Run 1, routed metal, one colour a layer:
Scale bar: 50 um.
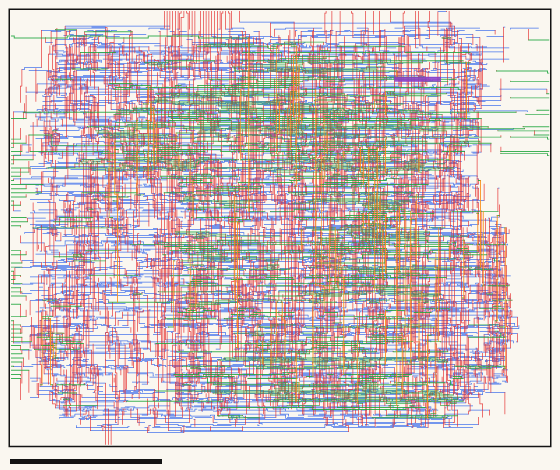
Run 1, clock distribution:
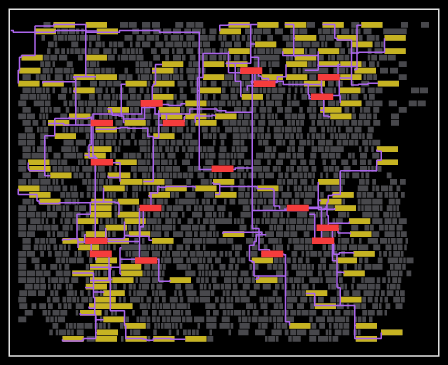
Run 1, gate families picked out:
Scale bar: 50 um.
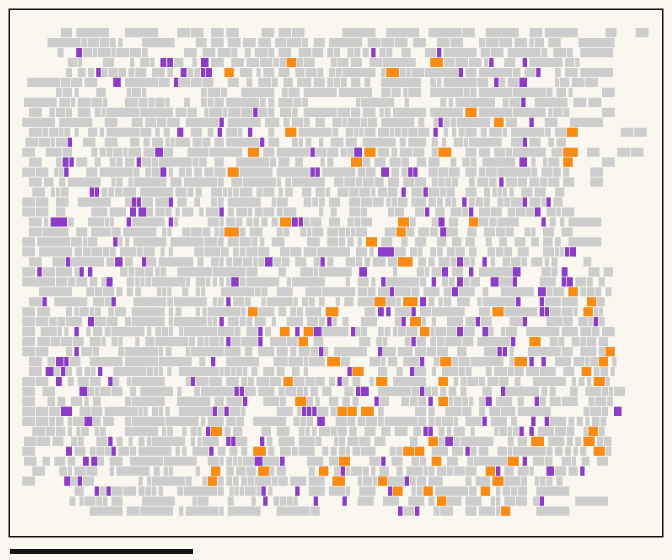
**src/rtl/muldiv_pkg.sv**
```systemverilog
// Shared definitions for the iterative RV32M multiply/divide unit.
// Funct3 encodings, sequencer states and divide-by-zero constant.
package muldiv_pkg;

    localparam int XLEN = 32;

    localparam logic [2:0] OP_MUL    = 3'd0;
    localparam logic [2:0] OP_MULH   = 3'd1;
    localparam logic [2:0] OP_MULHSU = 3'd2;
    localparam logic [2:0] OP_MULHU  = 3'd3;
    localparam logic [2:0] OP_DIV    = 3'd4;
    localparam logic [2:0] OP_DIVU   = 3'd5;
    localparam logic [2:0] OP_REM    = 3'd6;
    localparam logic [2:0] OP_REMU   = 3'd7;

    localparam logic [XLEN-1:0] DIV_BY_ZERO_Q = '1;

    typedef enum logic [1:0] {
        ST_IDLE,
        ST_CALC,
        ST_FIXUP,
        ST_DONE
    } state_t;

endpackage

```
**src/rtl/muldiv_step.sv**
```systemverilog
// One iteration of the shared add/subtract datapath.
// Multiply: shift-add on {acc,q}; divide: restoring step on {acc,q}.
module muldiv_step #(
    parameter int N = 32
) (
    input  logic         i_div,
    input  logic [N-1:0] i_acc,
    input  logic [N-1:0] i_q,
    input  logic [N-1:0] i_m,
    output logic [N-1:0] o_acc,
    output logic [N-1:0] o_q
);

    logic [N:0]   w_sum;
    logic [N:0]   w_shl;
    logic [N-1:0] w_sub;
    logic         w_ge;

    // multiply: add multiplicand when the low multiplier bit is set
    assign w_sum = {1'b0, i_acc} + (i_q[0] ? {1'b0, i_m} : '0);

    // divide: shift remainder left, pulling in the next dividend bit
    assign w_shl = {i_acc, i_q[N-1]};
    assign w_ge  = (w_shl >= {1'b0, i_m});
    // the difference is below the divisor whenever it is kept, so N bits suffice
    assign w_sub = w_shl[N-1:0] - i_m;

    // select the step result for the active mode
    always_comb begin
        o_acc = '0;
        o_q   = '0;
        if (i_div) begin
            o_acc = w_ge ? w_sub : w_shl[N-1:0];
            o_q   = {i_q[N-2:0], w_ge};
        end else begin
            o_acc = w_sum[N:1];
            o_q   = {w_sum[0], i_q[N-1:1]};
        end
    end

endmodule

```
**src/rtl/muldiv_sequencer.sv**
```systemverilog
// Iterative RV32M multiply/divide sequencer for the EX stage.
// Runs N shared steps, then a sign fixup, then a one-cycle done pulse.
module muldiv_sequencer
    import muldiv_pkg::*;
#(
    parameter int N  = XLEN,
    parameter int CW = 6
) (
    input  logic         clk,
    input  logic         rst,
    input  logic         start,
    input  logic         flush,
    input  logic [2:0]   op,
    input  logic [N-1:0] A,
    input  logic [N-1:0] B,
    output logic         busy,
    output logic         done,
    output logic [N-1:0] result
);

    localparam logic [N-1:0] MIN_NEG = {1'b1, {(N-1){1'b0}}};

    state_t         r_state;
    state_t         w_state_nx;
    logic [CW-1:0]  r_cnt;
    logic [2:0]     r_op;
    logic [N-1:0]   r_acc;
    logic [N-1:0]   r_q;
    logic [N-1:0]   r_m;
    logic           r_neg;
    logic [N-1:0]   r_result;

    logic           w_launch;
    logic           w_sgn_a;
    logic           w_sgn_b;
    logic           w_neg_a;
    logic           w_neg_b;
    logic           w_neg;
    logic           w_div0;
    logic           w_ovf;
    logic           w_special;
    logic [N-1:0]   w_mag_a;
    logic [N-1:0]   w_mag_b;
    logic [N-1:0]   w_spec_res;
    logic [N-1:0]   w_step_acc;
    logic [N-1:0]   w_step_q;
    logic [2*N-1:0] w_prod;
    logic [2*N-1:0] w_prod_fix;
    logic [N-1:0]   w_quo_fix;
    logic [N-1:0]   w_rem_fix;
    logic [N-1:0]   w_fix_res;

    // MUL low half is sign-agnostic, so only the MULH family and
    // signed divides work on magnitudes
    assign w_sgn_a = (op == OP_MULH) || (op == OP_MULHSU)
                  || (op == OP_DIV)  || (op == OP_REM);
    assign w_sgn_b = (op == OP_MULH) || (op == OP_DIV)
                  || (op == OP_REM);
    assign w_neg_a = w_sgn_a && A[N-1];
    assign w_neg_b = w_sgn_b && B[N-1];
    assign w_mag_a = w_neg_a ? -A : A;
    assign w_mag_b = w_neg_b ? -B : B;

    // remainder follows the dividend; everything else follows sign xor
    assign w_neg = (op == OP_REM) ? w_neg_a : (w_neg_a ^ w_neg_b);

    assign w_div0    = op[2] && (B == '0);
    assign w_ovf     = ((op == OP_DIV) || (op == OP_REM))
                    && (A == MIN_NEG) && (B == '1);
    assign w_special = w_div0 || w_ovf;

    // op[1] distinguishes REM/REMU from DIV/DIVU
    assign w_spec_res = w_div0 ? (op[1] ? A : N'(DIV_BY_ZERO_Q))
                               : (op[1] ? '0 : MIN_NEG);

    assign w_launch = (r_state == ST_IDLE) && start && !flush;

    muldiv_step #(
        .N (N)
    ) u_step (
        .i_div (r_op[2]),
        .i_acc (r_acc),
        .i_q   (r_q),
        .i_m   (r_m),
        .o_acc (w_step_acc),
        .o_q   (w_step_q)
    );

    assign w_prod     = {r_acc, r_q};
    assign w_prod_fix = r_neg ? -w_prod : w_prod;
    assign w_quo_fix  = r_neg ? -r_q : r_q;
    assign w_rem_fix  = r_neg ? -r_acc : r_acc;

    assign w_fix_res = r_op[2] ? (r_op[1] ? w_rem_fix : w_quo_fix)
                     : (r_op == OP_MUL) ? w_prod_fix[N-1:0]
                     : w_prod_fix[2*N-1:N];

    // state register
    always_ff @(posedge clk or posedge rst) begin
        if (rst) begin
            r_state <= ST_IDLE;
        end else begin
            r_state <= w_state_nx;
        end
    end

    // next-state and handshake outputs
    always_comb begin
        w_state_nx = r_state;
        busy       = 1'b0;
        done       = 1'b0;
        case (r_state)
            ST_IDLE: begin
                if (w_launch) begin
                    w_state_nx = w_special ? ST_DONE : ST_CALC;
                end
            end
            ST_CALC: begin
                busy = 1'b1;
                if (flush) begin
                    w_state_nx = ST_IDLE;
                end else if (r_cnt == CW'(N - 1)) begin
                    w_state_nx = ST_FIXUP;
                end
            end
            ST_FIXUP: begin
                busy       = 1'b1;
                w_state_nx = flush ? ST_IDLE : ST_DONE;
            end
            ST_DONE: begin
                done       = 1'b1;
                w_state_nx = ST_IDLE;
            end
            default: begin
                w_state_nx = ST_IDLE;
            end
        endcase
    end

    // operand latch, iteration registers and result register
    always_ff @(posedge clk or posedge rst) begin
        if (rst) begin
            r_cnt    <= '0;
            r_op     <= '0;
            r_acc    <= '0;
            r_q      <= '0;
            r_m      <= '0;
            r_neg    <= 1'b0;
            r_result <= '0;
        end else begin
            if (w_launch) begin
                r_op  <= op;
                r_cnt <= '0;
                r_acc <= '0;
                r_q   <= w_mag_a;
                r_m   <= w_mag_b;
                r_neg <= w_neg;
            end else if (r_state == ST_CALC) begin
                r_acc <= w_step_acc;
                r_q   <= w_step_q;
                r_cnt <= r_cnt + CW'(1);
            end
            if (w_launch && w_special) begin
                r_result <= w_spec_res;
            end else if ((r_state == ST_FIXUP) && !flush) begin
                r_result <= w_fix_res;
            end
        end
    end

    assign result = r_result;

endmodule

```
**config.mk**
```make
export PLATFORM = sky130hd
export DESIGN_NAME = muldiv_sequencer
export DESIGN_NICKNAME = d
export VERILOG_FILES = /design/src/rtl/muldiv_pkg.sv /design/src/rtl/muldiv_step.sv /design/src/rtl/muldiv_sequencer.sv
export SDC_FILE = /design/constraint.sdc
export NUM_CORES = 1
export LEC_CHECK = 0
export CAP_MARGIN = 40
export CORE_ASPECT_RATIO = 0.8
export CORE_MARGIN = 3
export CORE_UTILIZATION = 61
export DETAILED_ROUTE_END_ITERATION = 10
export GPL_ROUTABILITY_DRIVEN = 0
export PLACE_DENSITY = 0.82
export SETUP_SLACK_MARGIN = 0.5
export SYNTH_ARGS = -nofsm -noshare
export SYNTH_HDL_FRONTEND = slang
export SYNTH_SLANG_ARGS = --single-unit
```
**constraint.sdc**
```tcl
create_clock -name clk -period 5.9 [get_ports clk]
set_clock_uncertainty 0.2 [all_clocks]
set_input_delay 0.59 -clock clk [delete_from_list [all_inputs] [get_ports clk]]
set_output_delay 0.59 -clock clk [all_outputs]
set_load 0.005 [all_outputs]
```
==> flow_metrics.env, run 1 <==
# implementation run metrics
export IMPL_yosys_area_share_xor_xnor=0.1099
export IMPL_cts_buffer_depth=2
export IMPL_swShare=0.5292
export IMPL_cp_num_cells=13
export IMPL_yosys_area_share_aoi=0.2878
export IMPL_fp_nets=2049
export IMPL_lay_top_cells="o21ai_0 (240), nand2_1 (195), nor2_1 (150), dfrtp_1 (138), a21oi_1 (128)"
export IMPL_grt_busiest_layer="met1"
export IMPL_tightest_slew_ns=1.057
export IMPL_max_stage_delay_ns=0.92
export IMPL_min_path_type="flop to flop"
export IMPL_fp_util=0.6307
export IMPL_async_flop_share=1.000
export IMPL_cts_tree="done"
export IMPL_portBuffers=104
export IMPL_most_common_cell="o21ai_0"
export IMPL_powerDensity_nw_per_um2=663.8
export IMPL_first_pass_iters=7
export IMPL_die_w_um=177.9
export IMPL_end_kind="flop"
export IMPL_cp_endpoint="r_acc[31]$_DFFE_PP0P_"
export IMPL_top_area_cell="dfrtp_1"
export IMPL_hpwl_mm=37.73
export IMPL_crit_type="flop to flop"
export IMPL_top_logic_kind="AND-OR/OR-AND gates"
export IMPL_cp_common_cell="o31a_1"
export IMPL_synth_distinct_cells=83
export IMPL_grt_antenna_before_repair=2
export IMPL_cts_inserted_buffers=17
export IMPL_crit_required_ns=5.98
export IMPL_status="completed"
export IMPL_worstHoldStart="r_m[2]$_DFFE_PP0P_"
export IMPL_grt_overflow_total=0
export IMPL_area_leaders="dfrtp_1 (24%), o21ai_0 (8.3%), ha_1 (6.5%)"
export IMPL_slowest_stage="a2111oi_0"
export IMPL_timing_fmax_ghz=0.2158
export IMPL_ys_top_cells_by_count="o21ai_0 (240), nand2_1 (195), nor2_1 (150), dfrtp_1 (140), a21oi_1 (128)"
export IMPL_max_cap_violations=0
export IMPL_power_leader="combinational cells"
export IMPL_r2r_start="r_q[0]$_DFFE_PP0P_"
export IMPL_core_um2=22870
export IMPL_final_max_slew_viol_count=0
export IMPL_p_seq_frac=0.216
export IMPL_clock_power_share=0.106
export IMPL_rows=49
export IMPL_grt_pass1_vias=14220
export IMPL_areaGrowthSynthToFinish_pct=12.19
export IMPL_final_nets=2076
Back to the opening pictures, 'routed metal, one colour a layer':
[orange] met4 | wire length: 1780 um
[blue] met1 | wire length: 20.9 mm
[purple] met5 | wire length: 13.8 um
[red] met2 | wire length: 19900 um
[green] met3 | wire length: 8460 um
final wirelength: 51.03 mm
gr usage total: 0.3951
Avg WL per Cell: 22.73 um
via count: 15650

Back to the opening pictures, 'clock distribution':
[purple] clock wires | length: 2130 um
[yellow] flip-flops | count: 140
[red] cells driving clock nets | count: 17
flops lie: spread over the die
routed clock nets: 18
Latency at later pin: 0.45 ns
power in the clock group: 1.14 mW

Back to the opening pictures, 'gate families picked out':
[purple] NOR gates | cells: 211 | where: spread over the die
[orange] AND-OR and OR-AND gates | cells: 77
fin cells: 2245
Top cell excl fill/tap: o21ai_0
Comb/total area: 0.6272

run 1: worst reg2reg max path: stages (launching register included):
cell	delay, ns
dfrtp_1	0.50
inv_1	0.50
nor2_1	0.11
ha_1	0.35
nor2b_1	0.18
o211ai_1	0.24
a31oi_1	0.14
a211oi_1	0.25
buf_4	0.20
o31a_1	0.30
o31a_1	0.31
o21bai_1	0.11
a2111oi_0	0.92
o31ai_1	0.16
run 1: per-layer routing:
| metal | up-vias | wire length [um] |
|---|---|---|
| met1 | 7198 | 20890 |
| met3 | 197 | 8458 |
| met5 | - | 13 |
| met4 | 2 | 1784 |
| li1 | 6970 | - |
| met2 | 1285 | 19890 |
run 1: metrics by stage:
step / instances / hold slack [ns] / util / cell area, um^2 / total power [mW]
floorplan: 1901 / 0.2498 / - / 14420 / 7.134
global placement: 2214 / 0.2609 / 0.6804 / 15560 / 8.988
detailed placement: 2215 / 0.2707 / 0.6816 / 15590 / 9.174
CTS: 2245 / 0.2839 / 0.7076 / 16180 / 10.37
global route: 2245 / 0.3098 / 0.7076 / 16180 / 11.39
finish: 2245 / 0.2809 / 0.7076 / 16180 / 10.74
run 1: state kept, by name (all words and copies together) (netlist names):
name / count
r_m: 32
r_q: 32
r_op: 3
r_state: 2
r_acc: 32
result: 32
r_neg: 1
r_cnt: 6
run 1: layout make-up:
| cell class | count | area [um^2] | share of cell area |
|---|---|---|---|
| clock buffers | 18 | 429.2 | 0.02652 |
| clock inverters | 12 | 163.9 | 0.01013 |
| inverters | 85 | 324.1 | 0.02003 |
| multi-input cells | 1558 | 10150 | 0.6272 |
| flip-flops and latches | 140 | 3506 | 0.2167 |
| well taps | 306 | 382.9 | 0.02366 |
| repair buffers | 126 | 1226 | 0.07578 |
==> run 2: changes to the inputs <==
Settings changed: CORE_UTILIZATION 61 to 55, PLACE_DENSITY 0.82 to 0.78.
Clock period 5.9 ns to 3.8 ns, I/O delays scaled along.
Run 2, routing congestion:
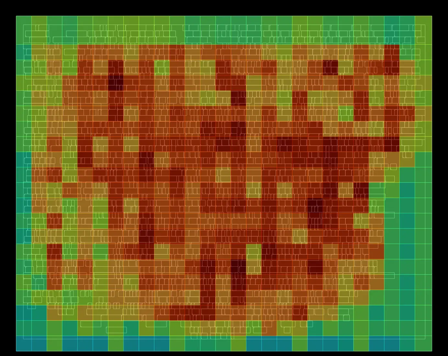
fin util: 0.7481
Avg WL per Cell: 22.92 um
met3 Resource Use GR: 0.1377

Run 2, cell area per tile:
The die is cut into 19 by 15 equal tiles; dark blue is low, red is high, 0 to 100% covered.
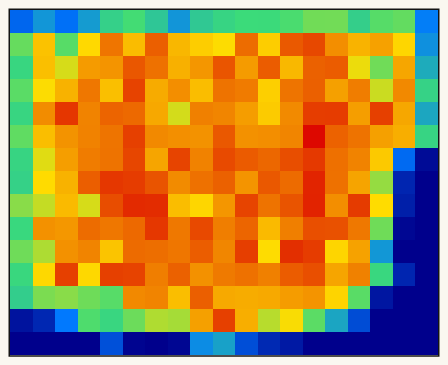
emptiest ninth of the die: bottom right
densest ninth of the die: middle
fullest tile: 99%
nearly empty tiles: 8.8%
tiles over 75% full: 62%

==> run 2 against run 1 <==
Die area rose by 10%. Synthesized cell count did not move. Flip-flop count did not move. Critical endpoint is now result[31]$_DFFE_PP0P_. Largest cell class unchanged. Largest power group unchanged.
==> flow_metrics.env, run 2 <==
# implementation run metrics
export IMPL_crit_required_ns=3.97
export IMPL_fp_nets=2049
export IMPL_placedInstanceArea_um2=16780
export IMPL_areaGrowthSynthToFinish_pct=32.64
export IMPL_p_seq_frac=0.159
export IMPL_area_leaders="dfrtp_1 (24%), o21ai_0 (8.3%), ha_1 (6.5%)"
export IMPL_status="completed"
export IMPL_layout_top_cell="buf_4"
export IMPL_wl_met3_mm=8.363
export IMPL_powerDensity_nw_per_um2=1054
export IMPL_wl_met1_mm=21.78
export IMPL_most_common_cell="o21ai_0"
export IMPL_max_stage_delay_ns=0.58
export IMPL_synth_distinct_cells=83
export IMPL_power_mw=20.16
export IMPL_wl_mm=57.42
export IMPL_lay_top_cells="buf_4 (205), o21ai_0 (203), nand2_1 (183), nor2_1 (131), dfrtp_1 (129)"
export IMPL_async_flop_share=1.000
export IMPL_crit_type="flop to flop"
export IMPL_track_usage=0.3644
export IMPL_cp_num_cells=10
export IMPL_cp_endpoint="result[31]$_DFFE_PP0P_"
export IMPL_clock_latency_ns=0.46
export IMPL_regArea_um2=3517
export IMPL_hpwl_mm=38.50
export IMPL_cts_inserted_buffers=17
export IMPL_top_area_cell="dfrtp_1"
export IMPL_max_cap_violations=0
export IMPL_min_path_type="input port to flop"
export IMPL_slowest_stage="or4b_4"
export IMPL_die_w_um=187.1
export IMPL_cts_tree="done"
export IMPL_portBuffers=104
export IMPL_cts_buffer_depth=2
export IMPL_vias=17150
export IMPL_placed_cells=2394
export IMPL_worstHoldStart="A[19]"
export IMPL_highest_layer="met5"
export IMPL_clock_power_share=0.084
export IMPL_comb_area_um2=11200
export IMPL_rows=52
export IMPL_fp_util=0.5641
export IMPL_swShare=0.5105
export IMPL_grt_antenna_before_repair=2
export IMPL_final_max_slew_viol_count=0
export IMPL_tightest_slew_ns=0.9411
export IMPL_met2_length_mm=23.97
Run 2, gate families picked out:
Scale bar: 50 um.
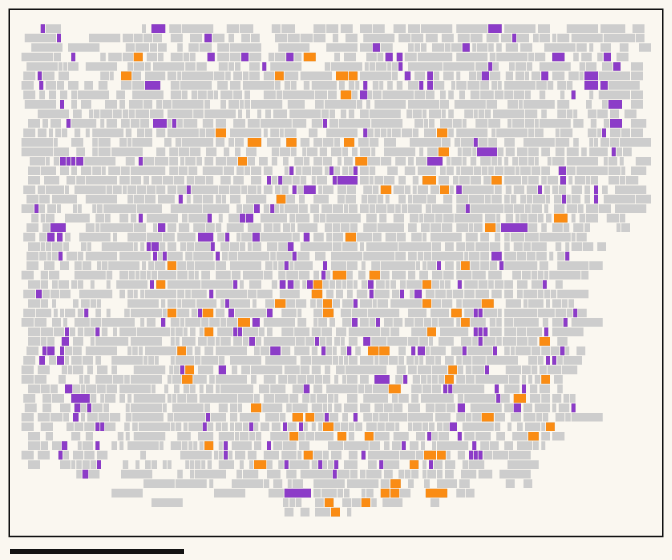
[purple] NOR gates | cells: 211 | where: spread over the die
[orange] AND-OR and OR-AND gates | cells: 77

## run 2: cell count changes in the layout (fill, tap and decap cells not counted), sizes merged
cell / before / now
clkdlybuf4s15: 0 / 1
bufinv: 3 / 1
dlymetal6s2s: 0 / 4
buf: 22 / 235
clkdlybuf4s50: 104 / 96
clkbuf: 18 / 22
bufbuf: 0 / 1
inv: 89 / 86
clkinvlp: 3 / 6
clkinv: 2 / 4
## run 2: kinds of logic (layout without fill, tap and decap cells)
| logic type | Yosys count | count (layout) | synth area share |
|---|---|---|---|
| compound gates | 657 | 657 | 0.2878 |
| xor+xnor | 181 | 181 | 0.1099 |
| fa+ha+maj | 77 | 77 | 0.06784 |
| buf+inv | 203 | 456 | 0.05457 |
| flops | 140 | 140 | 0.2429 |
| mux | 63 | 63 | 0.04442 |
| simple gates | 580 | 580 | 0.1926 |
## run 2: power by group through the flow
stage,registers [mW],logic (mW),clock network (mW)
3_5_place_dp,3.04,12.2,0
2_1_floorplan,2.82,8.34,0
4_1_cts,3.06,13.0,1.68
6_report,3.20,15.3,1.69
3_3_place_gp,3.07,11.9,0
5_1_grt,3.24,16.0,1.74
## run 2: worst reg2reg max path: stages, from the launching register on
cell      delay [ns]
dfrtp_2         0.49
buf_6           0.15
nor4_4          0.32
or4b_4          0.58
or4_4           0.59
o31ai_4         0.25
xnor2_1         0.16
o32ai_1         0.17
a221oi_2        0.30
a211oi_1        0.12
a31oi_1         0.18
## run 2: area by class of cell
cell class              count  share of cell area
multi-input cells        1558              0.5856
clock inverters            12            0.005887
flip-flops and latches    140              0.1839
clock buffers              20             0.02387
repair buffers            339              0.1607
inverters                  85             0.01714
well taps                 351             0.02296
Power and IR drop assume default switching activity.
